## src/rtl/arith_pkg.sv

```systemverilog
// arith_pkg: shared constants and types for the arithmetic sequencer.
//   ARITH_WIDTH_DEF  default operand width
//   ARITH_ADD/SUB/MUL/DIV  operation codes (2-bit)
//   arith_state_e    sequencer FSM states
package arith_pkg;

    localparam int ARITH_WIDTH_DEF = 16;

    localparam logic [1:0] ARITH_ADD = 2'b00;
    localparam logic [1:0] ARITH_SUB = 2'b01;
    localparam logic [1:0] ARITH_MUL = 2'b10;
    localparam logic [1:0] ARITH_DIV = 2'b11;

    typedef enum logic [1:0] {
        ST_IDLE = 2'd0,
        ST_CALC = 2'd1,
        ST_DONE = 2'd2
    } arith_state_e;

endpackage

```

## src/rtl/arith_div_iter.sv

```systemverilog
// arith_div_iter: one restoring-division step (combinational).
// Only compiled when ARITH_DIV_EN is defined.
//   rem      partial remainder in
//   quo      dividend bits still to shift in (MSB first) / quotient so far
//   divisor  divisor (non-zero)
//   rem_nxt  partial remainder out
//   quo_nxt  quo shifted left with the new quotient bit in the LSB
`ifdef ARITH_DIV_EN
module arith_div_iter #(
    parameter int WIDTH = 16
) (
    input  logic [WIDTH-1:0] rem,
    input  logic [WIDTH-1:0] quo,
    input  logic [WIDTH-1:0] divisor,
    output logic [WIDTH-1:0] rem_nxt,
    output logic [WIDTH-1:0] quo_nxt
);

    logic [WIDTH:0] shifted;
    logic [WIDTH:0] diff;

    // Bring down the next dividend bit, then try subtracting the divisor.
    assign shifted = {rem, quo[WIDTH-1]};
    assign diff    = shifted - {1'b0, divisor};

    always_comb begin
        if (shifted < {1'b0, divisor}) begin
            rem_nxt = shifted[WIDTH-1:0];
            quo_nxt = {quo[WIDTH-2:0], 1'b0};
        end else begin
            // Remainder is always < divisor, so it fits in WIDTH bits.
            rem_nxt = diff[WIDTH-1:0];
            quo_nxt = {quo[WIDTH-2:0], 1'b1};
        end
    end

endmodule
`endif

```

## src/rtl/arith_seq_unit.sv

```systemverilog
// arith_seq_unit: sequential unsigned add/sub/mul/div unit with a
// valid/ready request port and a valid/ready result port.
//   clk, rst_arith (async, active-low)
//   in_valid/in_ready, op, a, b       request (in_ready high only in IDLE)
//   out_valid/out_ready               result handshake
//   result_lo/result_hi               low/high result halves
//   flag_carry/flag_zero/flag_err     status flags
// Add/sub and error cases complete in one cycle; mul (shift-add) and div
// (restoring) take WIDTH iterations in CALC.
// Build option: define ARITH_DIV_EN to include the divider; without it
// op 11 returns zero with flag_err set after one cycle.
module arith_seq_unit
    import arith_pkg::*;
#(
    parameter int WIDTH    = ARITH_WIDTH_DEF,
    parameter int OP_WIDTH = 2
) (
    input  logic                clk,
    input  logic                rst_arith,
    input  logic                in_valid,
    output logic                in_ready,
    input  logic [OP_WIDTH-1:0] op,
    input  logic [WIDTH-1:0]    a,
    input  logic [WIDTH-1:0]    b,
    output logic                out_valid,
    input  logic                out_ready,
    output logic [WIDTH-1:0]    result_lo,
    output logic [WIDTH-1:0]    result_hi,
    output logic                flag_carry,
    output logic                flag_zero,
    output logic                flag_err
);

    localparam int CW = $clog2(WIDTH + 1);

    localparam logic [OP_WIDTH-1:0] OP_ADD = OP_WIDTH'(ARITH_ADD);
    localparam logic [OP_WIDTH-1:0] OP_SUB = OP_WIDTH'(ARITH_SUB);
    localparam logic [OP_WIDTH-1:0] OP_MUL = OP_WIDTH'(ARITH_MUL);
`ifdef ARITH_DIV_EN
    localparam logic [OP_WIDTH-1:0] OP_DIV = OP_WIDTH'(ARITH_DIV);
`endif

    arith_state_e      state, state_nxt;
    logic [CW-1:0]     cnt;
    logic [WIDTH-1:0]  mcand;     // multiplicand or divisor
    logic [WIDTH-1:0]  p_hi;      // product high half / partial remainder
    logic [WIDTH-1:0]  p_lo;      // multiplier->product low / dividend->quotient
    logic              accept;
    logic              is_calc;

    // Single-cycle results
    logic [WIDTH-1:0]  l_lo, l_hi;
    logic              l_carry, l_err;

    // Iteration step results
    logic [WIDTH:0]    mul_sum;
    logic [WIDTH-1:0]  mul_hi, mul_lo;
    logic [WIDTH-1:0]  s_hi, s_lo;

    assign accept = in_valid && in_ready;

    // ---------------- FSM: state register ----------------
    always_ff @(posedge clk or negedge rst_arith) begin
        if (!rst_arith) state <= ST_IDLE;
        else            state <= state_nxt;
    end

    // ---------------- FSM: next state ----------------
    always_comb begin
        state_nxt = state;
        case (state)
            ST_IDLE: if (in_valid) state_nxt = is_calc ? ST_CALC : ST_DONE;
            // cnt==1 means this edge takes the counter to 0: last iteration.
            ST_CALC: if (cnt == CW'(1)) state_nxt = ST_DONE;
            ST_DONE: if (out_ready) state_nxt = ST_IDLE;
            default: state_nxt = ST_IDLE;
        endcase
    end

    // ---------------- FSM: outputs ----------------
    always_comb begin
        in_ready  = (state == ST_IDLE);
        out_valid = (state == ST_DONE);
    end

    // ---------------- request decode ----------------
    always_comb begin
        is_calc = (op == OP_MUL);
`ifdef ARITH_DIV_EN
        if (op == OP_DIV && b != '0) is_calc = 1'b1;
`endif
    end

    always_comb begin
        l_lo    = '0;
        l_hi    = '0;
        l_carry = 1'b0;
        l_err   = 1'b0;
        if (op == OP_ADD) begin
            {l_carry, l_lo} = {1'b0, a} + {1'b0, b};
        end else if (op == OP_SUB) begin
            l_lo    = a - b;
            l_carry = (a < b);
`ifdef ARITH_DIV_EN
        end else if (op == OP_DIV) begin
            // Only reached with b==0; non-zero divisors go to CALC.
            l_lo  = '1;
            l_hi  = a;
            l_err = 1'b1;
`endif
        end else begin
            l_err = 1'b1;
        end
    end

    // ---------------- iteration step ----------------
    // Shift-add: add multiplicand into the high half when the current
    // multiplier LSB is set, then shift the whole product right by one.
    assign mul_sum = {1'b0, p_hi} + (p_lo[0] ? {1'b0, mcand} : {(WIDTH+1){1'b0}});
    assign mul_hi  = mul_sum[WIDTH:1];
    assign mul_lo  = {mul_sum[0], p_lo[WIDTH-1:1]};

`ifdef ARITH_DIV_EN
    logic             is_div;
    logic [WIDTH-1:0] div_rem, div_quo;

    arith_div_iter #(.WIDTH(WIDTH)) u_div (
        .rem     (p_hi),
        .quo     (p_lo),
        .divisor (mcand),
        .rem_nxt (div_rem),
        .quo_nxt (div_quo)
    );

    assign s_hi = is_div ? div_rem : mul_hi;
    assign s_lo = is_div ? div_quo : mul_lo;
`else
    assign s_hi = mul_hi;
    assign s_lo = mul_lo;
`endif

    // ---------------- datapath ----------------
    always_ff @(posedge clk or negedge rst_arith) begin
        if (!rst_arith) begin
            cnt        <= '0;
            mcand      <= '0;
            p_hi       <= '0;
            p_lo       <= '0;
            result_lo  <= '0;
            result_hi  <= '0;
            flag_carry <= 1'b0;
            flag_zero  <= 1'b0;
            flag_err   <= 1'b0;
        end else if (accept) begin
            if (is_calc) begin
                mcand <= b;
                p_hi  <= '0;
                p_lo  <= a;
                cnt   <= CW'(WIDTH);
            end else begin
                result_lo  <= l_lo;
                result_hi  <= l_hi;
                flag_carry <= l_carry;
                flag_err   <= l_err;
                flag_zero  <= (l_lo == '0) && (l_hi == '0);
            end
        end else if (state == ST_CALC) begin
            p_hi <= s_hi;
            p_lo <= s_lo;
            cnt  <= cnt - CW'(1);
            if (cnt == CW'(1)) begin
                result_lo  <= s_lo;
                result_hi  <= s_hi;
                flag_carry <= 1'b0;
                flag_err   <= 1'b0;
                flag_zero  <= (s_lo == '0) && (s_hi == '0);
            end
        end
    end

`ifdef ARITH_DIV_EN
    always_ff @(posedge clk or negedge rst_arith) begin
        if (!rst_arith)  is_div <= 1'b0;
        else if (accept) is_div <= (op == OP_DIV);
    end
`endif

endmodule

```

## config.mk

```make
export PLATFORM = sky130hd
export DESIGN_NAME = arith_seq_unit
export DESIGN_NICKNAME = d
export VERILOG_FILES = /design/src/rtl/arith_pkg.sv /design/src/rtl/arith_div_iter.sv /design/src/rtl/arith_seq_unit.sv
export SDC_FILE = /design/constraint.sdc
export NUM_CORES = 1
export LEC_CHECK = 0
export ABC_AREA = 1
export CORE_UTILIZATION = 40
export CTS_CLUSTER_DIAMETER = 80
export CTS_CLUSTER_SIZE = 25
export DETAILED_ROUTE_END_ITERATION = 10
export SETUP_SLACK_MARGIN = 0.2
export SLEW_MARGIN = 20
export SYNTH_ARGS = -nofsm -noshare
export SYNTH_HDL_FRONTEND = slang
export SYNTH_HIERARCHICAL = 1
export SYNTH_SLANG_ARGS = --single-unit
export TNS_END_PERCENT = 5
```

## constraint.sdc

```tcl
create_clock -name clk -period 3.75 [get_ports clk]
set_input_delay 0.75 -clock clk [delete_from_list [all_inputs] [get_ports clk]]
set_output_delay 0.75 -clock clk [all_outputs]
set_load 0.02 [all_outputs]
```

Figure 1. Track usage over the die (run 1).
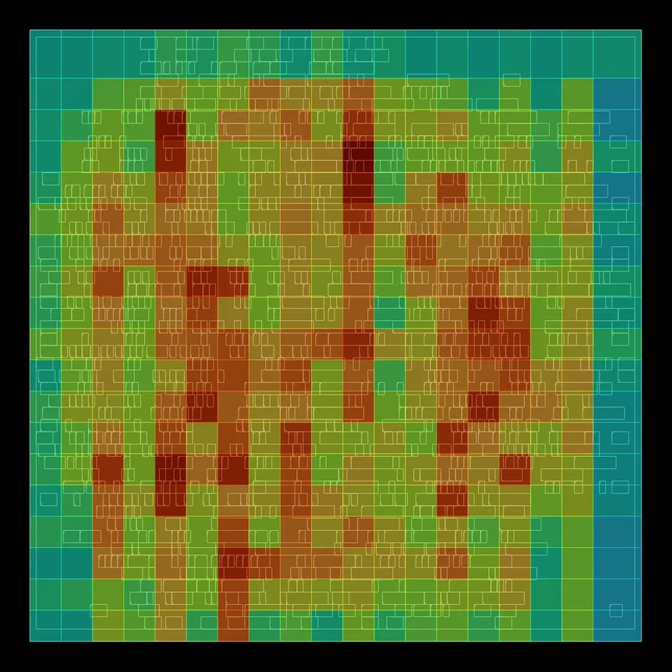
wire length per cell: 14.5 um
GRT Resource Usage Total: 0.231
Final Util: 0.481
grt met1 use: 0.313
grt met3 use: 0.0229

Figure 2. Sequential cells coloured by netlist name (run 1).
Drawn at 2 px/um. Other sequential cells in the stronger grey, the rest of the logic in the fainter grey.
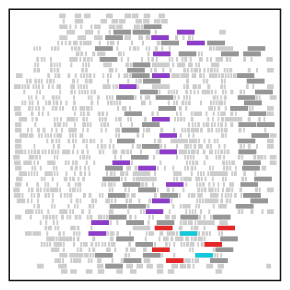
name in the netlist	colour	flops
`cnt`	red	5
`state`	cyan	2
`mcand`	purple	16
not coloured	67

Figure 3. Signal wires by layer (run 1).
Drawn at 2 px/um.
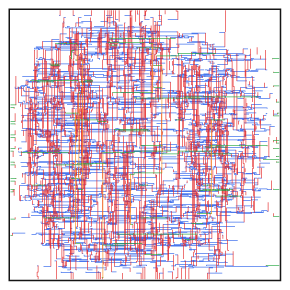
layer	colour	wire length
M3	green	779 um
M1	blue	9680 um
M2	red	9160 um
M4	orange	393 um

Figure 4. Clock wires, drivers and flops (run 1).
Drawn at 3 px/um.
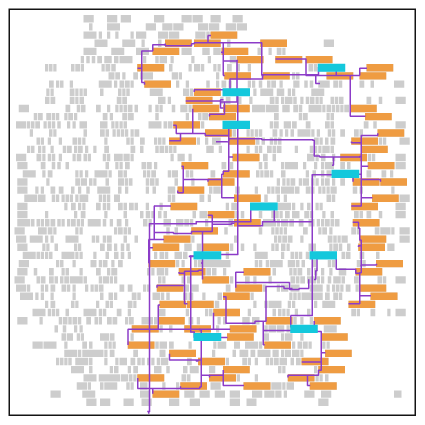
[flip-flops] orange | count: 90
[clock wires] purple | length: 1250 um
[clock-net drivers] cyan | count: 9
routed clock nets	10

==> results_tabular.tex, run 1 <==
% Implementation results table
\begin{tabular}{lr}
\hline
Metric & Value \\
\hline
\multicolumn{2}{l}{\textbf{Outcome}} \\
Status & completed \\
\multicolumn{2}{l}{\textbf{Worst setup path}} \\
Worst setup startpoint & b[0] \\
Cells on worst reg2reg path & 16 \\
Peak per-stage delay on the critical path & 0.57 ns \\
Worst EP required & 4.03 ns \\
Slowest cell on crit path & sky130\_fd\_sc\_hd\_\_clkdlybuf4s50\_1 \\
Most frequent cell on the critical path & sky130\_fd\_sc\_hd\_\_nor2\_1 \\
Critical-path maximum fanout & 4 \\
Register-to-register path setup slack & 1.03 ns \\
Critical Path End Type & register \\
Count of buffering cells on the critical path with inverters included & 3 \\
Path type of the worst setup path & input pin to register \\
\multicolumn{2}{l}{\textbf{CTS}} \\
Post-cts sizing count & 0 \\
Setup bufs post-CTS & 0 \\
Number of hold buffers added after cts & 0 \\
CTS tree & built \\
CTS buffer count & 9 \\
Buffer levels on the longest clock path & 2 \\
CTS clk-pin slew, worst paths & 0.07 ns \\
Sink count of the clock tree & 90 \\
Clock network latency to the later pin of the worst-skew pair & 0.35 ns \\
Clock H-tree levels & 3 \\
\multicolumn{2}{l}{\textbf{Die}} \\
Number of primary I/O pins & 75 \\
Cell row count & 48 \\
Core region area & 17200 um\^{}2 \\
Die outline width & 135 um \\
Die Footprint & 18200 um\^{}2 \\
Effective utilization at floorplan & 0.410 \\
N\_taps & 225 \\
\multicolumn{2}{l}{\textbf{Detailed routing}} \\
Via-to-Cell Ratio & 4.98 \\
Number of antenna-violating nets in the routed design & 0 \\
Total via count after detailed routing & 6869 \\
Final wirelength & 20000 um \\
Iteration count of the initial detailed-routing pass & 4 \\
Detailed Route Iter0 Violations & 312 \\
\multicolumn{2}{l}{\textbf{Final layout}} \\
Sequential cell area share & 0.272 \\
Comb gates & 804 \\
Layout Area Growth over Synthesis & 17.4\% \\
Largest contributor to cell area by class & multi-input combinational cells \\
Area of all placed cells without fillers & 8290 um\^{}2 \\
CLK BUF & 10 \\
Clock buffer and inverter area fraction after layout & 0.0368 \\
Filler Cells Inserted & 1839 \\
Proportion of cell area occupied by multi-input gates & 0.485 \\
Number of sequential cells in the layout & 90 \\
Logic area & 4020 um\^{}2 \\
Register area & 2250 um\^{}2 \\
Share of final-layout standard cells stronger than drive strength 1 & 0.0433 \\
Repair and plain buffers & 89 \\
Inverter count & 155 \\
Data-path buffer share of cell area in the final layout & 0.103 \\
Top library cells by usage in the layout, fill and taps aside & 392 x sky130\_fd\_sc\_hd\_\_nand2\_1, 148 x sky130\_fd\_sc\_hd\_\_inv\_1, 109 x sky130\_fd\_sc\_hd\_\_nand3\_1 \\
Final nets & 1241 \\
\multicolumn{2}{l}{\textbf{Final timing}} \\
Final hold slack & 0.378 ns \\
Count of final hold-check violations & 0 \\
Setup total negative slack & 0 ns \\
Actual slew at the worst max-slew pin & 0.619 ns \\
Final clock skew & 0.0114 ns \\
Number of failing setup endpoints in the final timing report & 0 \\
Setup repair after global routing missed its margin & no \\
Final WS setup & 0.841 ns \\
\multicolumn{2}{l}{\textbf{Yosys}} \\
Top area cell types & sky130\_fd\_sc\_hd\_\_dfrtp\_1 32\%, sky130\_fd\_sc\_hd\_\_nand2\_1 21\%, sky130\_fd\_sc\_hd\_\_ha\_1 9.0\% \\
Portion of synthesized cell area occupied by the leading cell type & 0.319 \\
Most area-hungry cell type in the Yosys netlist & sky130\_fd\_sc\_hd\_\_dfrtp\_1 \\
Per-instance average area after synthesis & 6.49 um\^{}2 \\
Most common cell in the netlist & sky130\_fd\_sc\_hd\_\_nand2\_1 \\
Distinct lib cells & 36 \\
Number of synthesis warnings & 6 \\
Synth Seq Share & 0.319 \\
Top cells by count & 392 x sky130\_fd\_sc\_hd\_\_nand2\_1, 148 x sky130\_fd\_sc\_hd\_\_inv\_1, 109 x sky130\_fd\_sc\_hd\_\_nand3\_1 \\
Combined area of all synthesized cells & 7060 um\^{}2 \\
Number of cell instances after yosys synthesis & 1087 \\
Async SR Flop Fraction & 1.00 \\
Post-synthesis chip area from yosys & 7060 um\^{}2 \\
Floorplan Nets & 1179 \\
\multicolumn{2}{l}{\textbf{Global routing}} \\
Total grt overflow & 0 \\
Antenna violations before repair & 0 \\
Vias in the first global route & 6587 \\
\multicolumn{2}{l}{\textbf{Job}} \\
Max\_cap viols & 0 \\
\multicolumn{2}{l}{\textbf{Place}} \\
Number of placed instances, taps included & 1363 \\
Half-perimeter wire length after placement & 15900 um \\
Setup WS pre-CTS & 0.483 ns \\
Cell Area, Placed & 7980 um\^{}2 \\
Final weighted congestion in routability-driven placement & 0.917 \\
\multicolumn{2}{l}{\textbf{Pwr}} \\
Pwr Density & 632 nW/um\^{}2 \\
PnR Total Power & 5.24 mW \\
Worst IR Drop VDD & 0.000290 V \\
Leakage component of the power & 4.49 nW \\
\multicolumn{2}{l}{\textbf{Min path}} \\
Worst Hold Class & input pin to async pin \\
\hline
\end{tabular}
run 1: power by group:
part           switching [mW]  internal, mW  leakage (nW)
combinational            1.57          1.02          3.20
clock                   0.416         0.527         0.149
sequential              0.306          1.40          1.14
run 1: kinds of logic (layout without fill, tap and decap cells):
logic type,after synthesis,count (layout),synth area share
AOI/OAI and AO/OA,134,134,0.110
xor gates and xnor gates,2,2,0.00248
adders and majority gates,54,54,0.0989
buffers and inverters,193,260,0.112
DFF,90,90,0.319
and+or+nand+nor,614,614,0.357
run 1: routing by layer:
metal	GRT usage	wire length (um)	up-vias
met5	0	0	-
met4	0.0787	393	0
met3	0.0229	779	22
met2	0.385	9160	144
met1	0.313	9680	3117
li1	-	-	3586
Figure 5. The metal 3 layer (run 1).
Drawn at 2 px/um. Cells faint in the background.
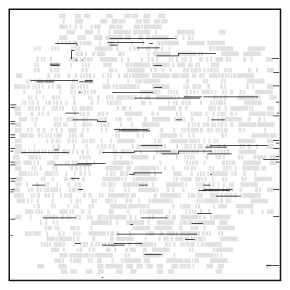

## Run 2: what changed since run 1
Clock period 3.75 ns to 2.7 ns, I/O delays scaled along.
Figure 6. The metal 3 layer (run 2).
Drawn at 2 px/um. Cells faint in the background.
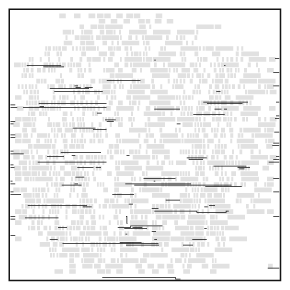
nets with wire on the layer	92
main direction	horizontal

Figure 7. Signal wires by layer (run 2).
Drawn at 2 px/um.
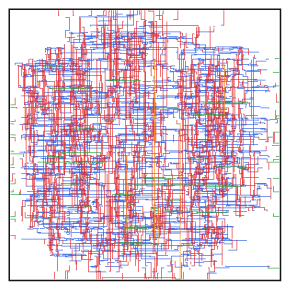
layer	colour	wire length
M1	blue	9670 um
M3	green	894 um
M4	orange	257 um
M2	red	9770 um

==> results_tabular.tex, run 2 <==
% Implementation results table
\begin{tabular}{lr}
\hline
Metric & Value \\
\hline
\multicolumn{2}{l}{\textbf{Die}} \\
Core region area & 17200 um\^{}2 (unchanged) \\
Number of primary I/O pins & 75 (unchanged) \\
Die Footprint & 18200 um\^{}2 (unchanged) \\
Die outline width & 135 um (unchanged) \\
Effective utilization at floorplan & 0.410 (unchanged) \\
\multicolumn{2}{l}{\textbf{Worst setup path}} \\
Critical Path End Type & register (unchanged) \\
Critical-path maximum fanout & 2 (was 4) \\
Path type of the worst setup path & register to register (was input pin to register) \\
Peak per-stage delay on the critical path & 0.49 ns (was 0.57 ns) \\
\multicolumn{2}{l}{\textbf{Job}} \\
Max\_cap viols & 0 (unchanged) \\
\multicolumn{2}{l}{\textbf{Pwr}} \\
Pwr Density & 820 nW/um\^{}2 (was 632 nW/um\^{}2) \\
P\_comb & 3.98 mW (was 2.59 mW) \\
Internal portion of total power & 4.36 mW (was 2.94 mW) \\
Worst IR Drop VDD & 0.000387 V (was 0.000290 V) \\
Reported clock group power & 1.29 mW (was 0.943 mW) \\
Sw power & 3.28 mW (was 2.29 mW) \\
Top power group & combinational cells (unchanged) \\
Seq group & 2.36 mW (was 1.70 mW) \\
Portion of total power attributed to the clock network & 0.169 (was 0.180) \\
\multicolumn{2}{l}{\textbf{Final layout}} \\
Register area & 2250 um\^{}2 (unchanged) \\
Inverter count & 155 (unchanged) \\
Top library cells by usage in the layout, fill and taps aside & 380 x sky130\_fd\_sc\_hd\_\_nand2\_1, 145 x sky130\_fd\_sc\_hd\_\_inv\_1, 106 x sky130\_fd\_sc\_hd\_\_nand3\_1 (was 392 x sky130\_fd\_sc\_hd\_\_nand2\_1, 148 x sky130\_fd\_sc\_hd\_\_inv\_1, 109 x sky130\_fd\_sc\_hd\_\_nand3\_1) \\
Share of final-layout standard cells stronger than drive strength 1 & 0.167 (was 0.0433) \\
Proportion of cell area occupied by multi-input gates & 0.463 (was 0.485) \\
Repair and plain buffers & 178 (was 89) \\
Sequential cell area share & 0.242 (was 0.272) \\
CLK BUF & 9 (was 10) \\
Final Util & 0.540 (was 0.481) \\
Area of all placed cells without fillers & 9310 um\^{}2 (was 8290 um\^{}2) \\
Logic area & 4310 um\^{}2 (was 4020 um\^{}2) \\
Number of sequential cells in the layout & 90 (unchanged) \\
\multicolumn{2}{l}{\textbf{Detailed routing}} \\
Total via count after detailed routing & 7245 (was 6869) \\
Detailed Route Iter0 Violations & 456 (was 312) \\
\multicolumn{2}{l}{\textbf{Global routing}} \\
Antenna violations before repair & 0 (unchanged) \\
GRT Resource Usage Total & 0.235 (was 0.231) \\
Vias in the first global route & 6752 (was 6587) \\
\multicolumn{2}{l}{\textbf{Yosys}} \\
Async SR Flop Fraction & 1.00 (unchanged) \\
Floorplan Nets & 1179 (unchanged) \\
Number of synthesis warnings & 6 (unchanged) \\
Distinct lib cells & 36 (unchanged) \\
Post-synthesis chip area from yosys & 7060 um\^{}2 (unchanged) \\
Portion of synthesized cell area occupied by the leading cell type & 0.319 (unchanged) \\
Synth Seq Share & 0.319 (unchanged) \\
Per-instance average area after synthesis & 6.49 um\^{}2 (unchanged) \\
Mux cell area share after synthesis & 0 (unchanged) \\
XORs/XNORs by Area & 0.00248 (unchanged) \\
Compound Share, Synth & 0.110 (unchanged) \\
Dominant kind of combinational cell & simple AND/OR/NAND/NOR gates (unchanged) \\
\multicolumn{2}{l}{\textbf{Place}} \\
Final weighted congestion in routability-driven placement & 0.910 (was 0.917) \\
Number of placed instances, taps included & 1451 (was 1363) \\
Cell Area, Placed & 8690 um\^{}2 (was 7980 um\^{}2) \\
Half-perimeter wire length after placement & 16300 um (was 15900 um) \\
\multicolumn{2}{l}{\textbf{Outcome}} \\
Status & completed (unchanged) \\
\multicolumn{2}{l}{\textbf{CTS}} \\
Buffer levels on the longest clock path & 2 (unchanged) \\
Setup bufs post-CTS & 1 (was 0) \\
Clock H-tree levels & 3 (unchanged) \\
Number of hold buffers added after cts & 0 (unchanged) \\
CTS tree & built (unchanged) \\
\multicolumn{2}{l}{\textbf{Final timing}} \\
Setup repair after global routing missed its margin & yes (was no) \\
Final WS setup & 0.245 ns (was 0.841 ns) \\
Count of final hold-check violations & 0 (unchanged) \\
Final hold slack & 0.184 ns (was 0.378 ns) \\
\hline
\end{tabular}
-- run 2: worst paths after layout --
path / start / end / slack, ns / cells past startpoint
worst max-delay path: p_lo[0]$_DFFE_PN0P_ / flag_zero$_DFFE_PN0P_ / 0.24 / 16
worst min-delay path: rst_arith / result_lo[0]$_DFFE_PN0P_ / 0.18 / 1
worst max register to register: p_lo[0]$_DFFE_PN0P_ / flag_zero$_DFFE_PN0P_ / 0.24 / 16
worst min register to register: result_hi[1]$_DFFE_PN0P_ / result_hi[1]$_DFFE_PN0P_ / 0.48 / 2
max in group asynchronous: rst_arith / p_hi[14]$_DFFE_PN0P_ / 1.86 / 2
min in group clk: result_hi[1]$_DFFE_PN0P_ / result_hi[1]$_DFFE_PN0P_ / 0.48 / 2
## Run 3: what changed since run 2
Settings changed: CTS_CLUSTER_DIAMETER 80 to default.
Figure 8. Track usage over the die (run 3).
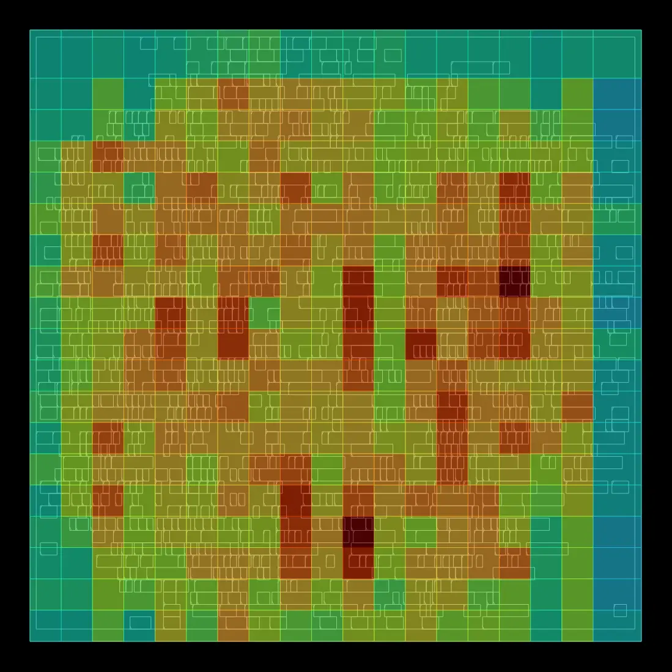
grt met3 use: 0.0206
wire length per cell: 14.0 um

==> results_tabular.tex, run 3 <==
% Implementation results table
\begin{tabular}{lr}
\hline
Metric & Value \\
\hline
\multicolumn{2}{l}{\textbf{Worst setup path}} \\
Critical-path maximum fanout & 2 (unchanged) \\
Count of buffering cells on the critical path with inverters included & 1 (unchanged) \\
Cells on worst reg2reg path & 16 (unchanged) \\
Critical register-to-register path startpoint & p\_lo[0]\$\_DFFE\_PN0P\_ (unchanged) \\
Crit. path cell count & 16 (unchanged) \\
Worst setup startpoint & p\_lo[0]\$\_DFFE\_PN0P\_ (unchanged) \\
Worst EP required & 2.99 ns (about the same) \\
Peak per-stage delay on the critical path & 0.49 ns (about the same) \\
Critical Path End Type & register (unchanged) \\
Path type of the worst setup path & register to register (unchanged) \\
Critical path endpoint & flag\_zero\$\_DFFE\_PN0P\_ (unchanged) \\
\multicolumn{2}{l}{\textbf{Pwr}} \\
Pwr Density & 820 nW/um\^{}2 (unchanged) \\
Gate power share & 0.522 (about the same) \\
P\_comb & 3.98 mW (about the same) \\
Sequential share of power & 0.309 (about the same) \\
Portion of total power attributed to the clock network & 0.169 (about the same) \\
Sw power & 3.28 mW (unchanged) \\
PnR Total Power & 7.64 mW (unchanged) \\
Top power group & combinational cells (unchanged) \\
Switching power share of the total & 0.429 (unchanged) \\
Reported clock group power & 1.29 mW (about the same) \\
Worst IR Drop VDD & 0.000387 V (unchanged) \\
\multicolumn{2}{l}{\textbf{Yosys}} \\
Top cells by count & 392 x sky130\_fd\_sc\_hd\_\_nand2\_1, 148 x sky130\_fd\_sc\_hd\_\_inv\_1, 109 x sky130\_fd\_sc\_hd\_\_nand3\_1 (unchanged) \\
Synth Seq Share & 0.319 (unchanged) \\
Floorplan Nets & 1179 (unchanged) \\
Combined area of all synthesized cells & 7060 um\^{}2 (unchanged) \\
Simple-Gate Fraction of Synth Area & 0.357 (unchanged) \\
Most common cell in the netlist & sky130\_fd\_sc\_hd\_\_nand2\_1 (unchanged) \\
Per-instance average area after synthesis & 6.49 um\^{}2 (unchanged) \\
Number of cell instances after yosys synthesis & 1087 (unchanged) \\
Async SR Flop Fraction & 1.00 (unchanged) \\
Top area cell types & sky130\_fd\_sc\_hd\_\_dfrtp\_1 32\%, sky130\_fd\_sc\_hd\_\_nand2\_1 21\%, sky130\_fd\_sc\_hd\_\_ha\_1 9.0\% (unchanged) \\
Distinct lib cells & 36 (unchanged) \\
Portion of synthesized cell area occupied by the leading cell type & 0.319 (unchanged) \\
Post-synthesis chip area from yosys & 7060 um\^{}2 (unchanged) \\
Number of synthesis warnings & 6 (unchanged) \\
\multicolumn{2}{l}{\textbf{Final layout}} \\
Logic area & 4310 um\^{}2 (unchanged) \\
Final nets & 1330 (unchanged) \\
Final Util & 0.540 (unchanged) \\
Filler Cells Inserted & 1729 (unchanged) \\
Layout Area Growth over Synthesis & 31.9\% (unchanged) \\
Share of final-layout standard cells stronger than drive strength 1 & 0.167 (unchanged) \\
\multicolumn{2}{l}{\textbf{Die}} \\
Core region area & 17200 um\^{}2 (unchanged) \\
Number of primary I/O pins & 75 (unchanged) \\
Die Footprint & 18200 um\^{}2 (unchanged) \\
\multicolumn{2}{l}{\textbf{CTS}} \\
Sink count of the clock tree & 90 (unchanged) \\
CTS buffer count & 9 (unchanged) \\
Number of hold buffers added after cts & 0 (unchanged) \\
CTS tree & built (unchanged) \\
Clock network latency to the later pin of the worst-skew pair & 0.35 ns (about the same) \\
CTS clk-pin slew, worst paths & 0.07 ns (about the same) \\
\multicolumn{2}{l}{\textbf{Detailed routing}} \\
Number of antenna-violating nets in the routed design & 0 (unchanged) \\
Iteration count of the initial detailed-routing pass & 5 (unchanged) \\
Sum of met3 wire segment lengths after detailed routing & 894 um (unchanged) \\
Detailed Route Iter0 Violations & 456 (unchanged) \\
DR top layer & met4 (unchanged) \\
Final wirelength & 20600 um (unchanged) \\
Routed wire length on met2 & 9770 um (unchanged) \\
Via-to-Cell Ratio & 4.94 (unchanged) \\
Total via count after detailed routing & 7245 (unchanged) \\
\multicolumn{2}{l}{\textbf{Place}} \\
Half-perimeter wire length after placement & 16300 um (unchanged) \\
Cell Area, Placed & 8690 um\^{}2 (unchanged) \\
Number of placed instances, taps included & 1451 (unchanged) \\
Setup WS pre-CTS & -0.213 ns (unchanged) \\
Final weighted congestion in routability-driven placement & 0.910 (unchanged) \\
\multicolumn{2}{l}{\textbf{Global routing}} \\
GR Util met2 & 0.397 (unchanged) \\
Antenna violations before repair & 0 (unchanged) \\
Grt met1 use & 0.323 (unchanged) \\
Total grt overflow & 0 (unchanged) \\
GRT Resource Usage Total & 0.235 (unchanged) \\
\multicolumn{2}{l}{\textbf{Final timing}} \\
Final WS setup & 0.245 ns (unchanged) \\
Final hold slack & 0.184 ns (unchanged) \\
Setup repair after global routing missed its margin & yes (unchanged) \\
Final clock skew & 0.00918 ns (unchanged) \\
Actual slew at the worst max-slew pin & 0.570 ns (unchanged) \\
\multicolumn{2}{l}{\textbf{Min path}} \\
Worst Hold Class & input pin to async pin (unchanged) \\
\multicolumn{2}{l}{\textbf{Outcome}} \\
Status & completed (unchanged) \\
\hline
\end{tabular}
Figure 9. Sequential cells coloured by netlist name (run 3).
Drawn at 2 px/um. Other sequential cells in the stronger grey, the rest of the logic in the fainter grey.
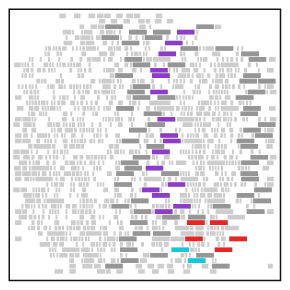
register area: 2250 um^2
Seq group: 2.36 mW
sequential cell area share: 0.242

## run 3: cell counts after synthesis
Identical to the previous run, type by type.
## run 3: repair_timing
item | CTS | global route
buffers inserted | 1 | 0
pin swaps | 8 | 16
endpoints found under the setup margin | 2 | 14
resized | 7 | 74
## run 3: area by class of cell
| class | instances | share of cell area |
|---|---|---|
| multi-input cells | 804 | 0.463 |
| flip-flops and latches | 90 | 0.242 |
| repair buffers | 178 | 0.170 |
| inverters | 155 | 0.0625 |
| well taps | 225 | 0.0302 |
| clock buffers | 9 | 0.0242 |
| clock inverters | 7 | 0.00806 |
## run 3: cells by family (layout without fill, tap and decap cells)
family / after synthesis / count (layout)
fa+ha+maj: 54 / 54
flops: 90 / 90
simple gates: 614 / 614
xor+xnor: 2 / 2
compound gates: 134 / 134
buf+inv: 193 / 349
Power is estimated from default activity; no workload was simulated.
